final_placement.png
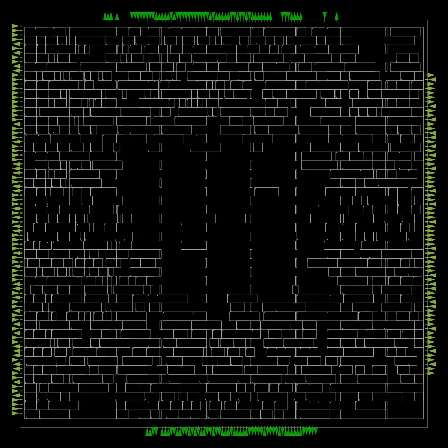
zoom.png
Scale bar: 20 um. Window x 6 to 56, y 6 to 56 um. Cells in grey, sequential cells in the stronger grey; small squares are vias.
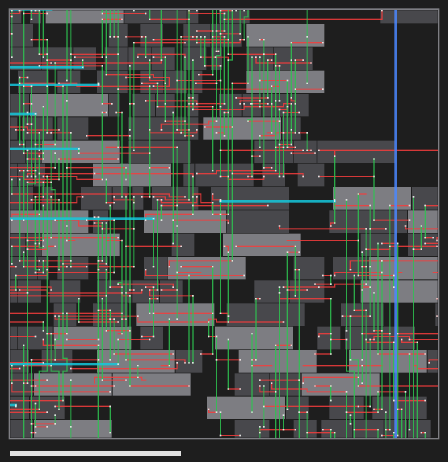
Design mem_arbiter, sky130hd; sources not shown.
==> metrics.cfg <==
[place]
portBuffers = 271
pre_cts_slack_ps = -252
dpl.hpwl_mm = 10.9
place_congestion = 0.748

[timing]
worst_pin_slew_ps = 381
relSlewSlack = 0.746
finalSetupViolCount = 0
period_minus_slack_ps = 2040
fin_worst_skew_ps = 8.84
slew_viol_final = 0
setup_slack_ps = 61.6

[route]
drtIter0Drc = 129
wl_mm = 14.5
routedWlPerCell_um = 16.5
drc = 0
routed_via_density = 4.81
via_count = 4210

[floorplan]
num_rows = 44
initCoreUtil = 0.381
fp.dieH_um = 125
io_pins = 272

[min_path]
hold_path.class = input port to asynchronous set/reset pin

[cts]
root_buffer = clkbuf_16
cts_setup_buffers = 0
clock-sinks = 139
clk_pin_slew_ps = 60
cts.htree.levels = 4
cts_resized = 0

[synthesis]
top_cells_by_count = dfrtp_1 (138), mux2_1 (76), nor2_1 (36)
syn-num-nets = 527
postSynthCellCount = 389
syn_area_mm2 = 0.00556
numSynthFlops = 139
flop_cell = dfrtp_1
edf_count = 0
yosysMostFrequentCell = dfrtp_1

[layout]
fin_nets = 817
seqCellArea_mm2 = 0.00348
final-comb-area_mm2 = 0.00196
fin_util = 0.608
drive_above_1_share = 0.305

[status]
status = finished, final reports clean

[critical_path]
cp-end-kind = primary output
critPathLaunchType = input port
rr_worst_depth = 6

[grt]
gr-usage-all-layers = 0.191
grt_max_degree = 73
gr-total-overflow = 0

[job]
warnings = 26

-- final_placement.png (at the start) --
Flops: 139
core area: 0.0146 mm2
flop share of the area: 0.392

-- zoom.png (at the start) --
[met1] red
[met3] cyan
[met2] green
[met4] blue
most frequent: dfrtp_1 (25), buf_4 (24), clkdlybuf4s50_1 (15)
cells with their middle in the window: 136
sequential cells in the window: 26

## metrics by stage
step           TNS (ps)  area (um2)  instances
2_1_floorplan         0        5560        389
3_3_place_gp      -7720        8310        843
3_5_place_dp      -8860        8310        843
4_1_cts               0        8870        875
5_1_grt               0        8870        876
6_report              0        8870        876
## layout make-up
class / instances / area share
repair buffers: 293 / 0.298
clock inverters: 7 / 0.00747
inverters: 3 / 0.00127
clock buffers: 24 / 0.0543
diodes: 1 / 0.000282
flip-flops and latches: 139 / 0.392
well taps: 184 / 0.0259
multi-input cells: 225 / 0.221
## cell usage in the layout (no fill, tap or decap), types with 4 or more instances in the layout
master,instances
clkdlybuf4s50_1,135
nor2_1,36
mux2i_1,33
a21oi_1,33
buf_12,8
clkbuf_16,17
mux2_2,20
dfrtp_1,138
buf_4,148
clkinv_2,4
mux2_1,76
clkbuf_1,4
## kinds of logic (layout without fill, tap and decap cells)
kind of cell,after synthesis,in the layout,synth area share
flip-flops,139,139,0.626
multiplexers,129,129,0.254
AND/OR/NAND/NOR,50,50,0.0452
AND-OR/OR-AND,45,45,0.0475
buffers and inverters,25,327,0.0259
adder cells (fa/ha/maj),1,1,0.00225
other,0,1,0
## per-layer routing
metal	vias to the layer above	wire length [um]
met5	-	0
met4	0	223
met3	14	1050
met2	182	7680
met1	2066	5530
li1	1948	-
## critical path, cell delays in order
cell	delay, ps
clkdlybuf4s50_1	420
or2_2	310
buf_4	160
o31a_1	130
buf_12	180
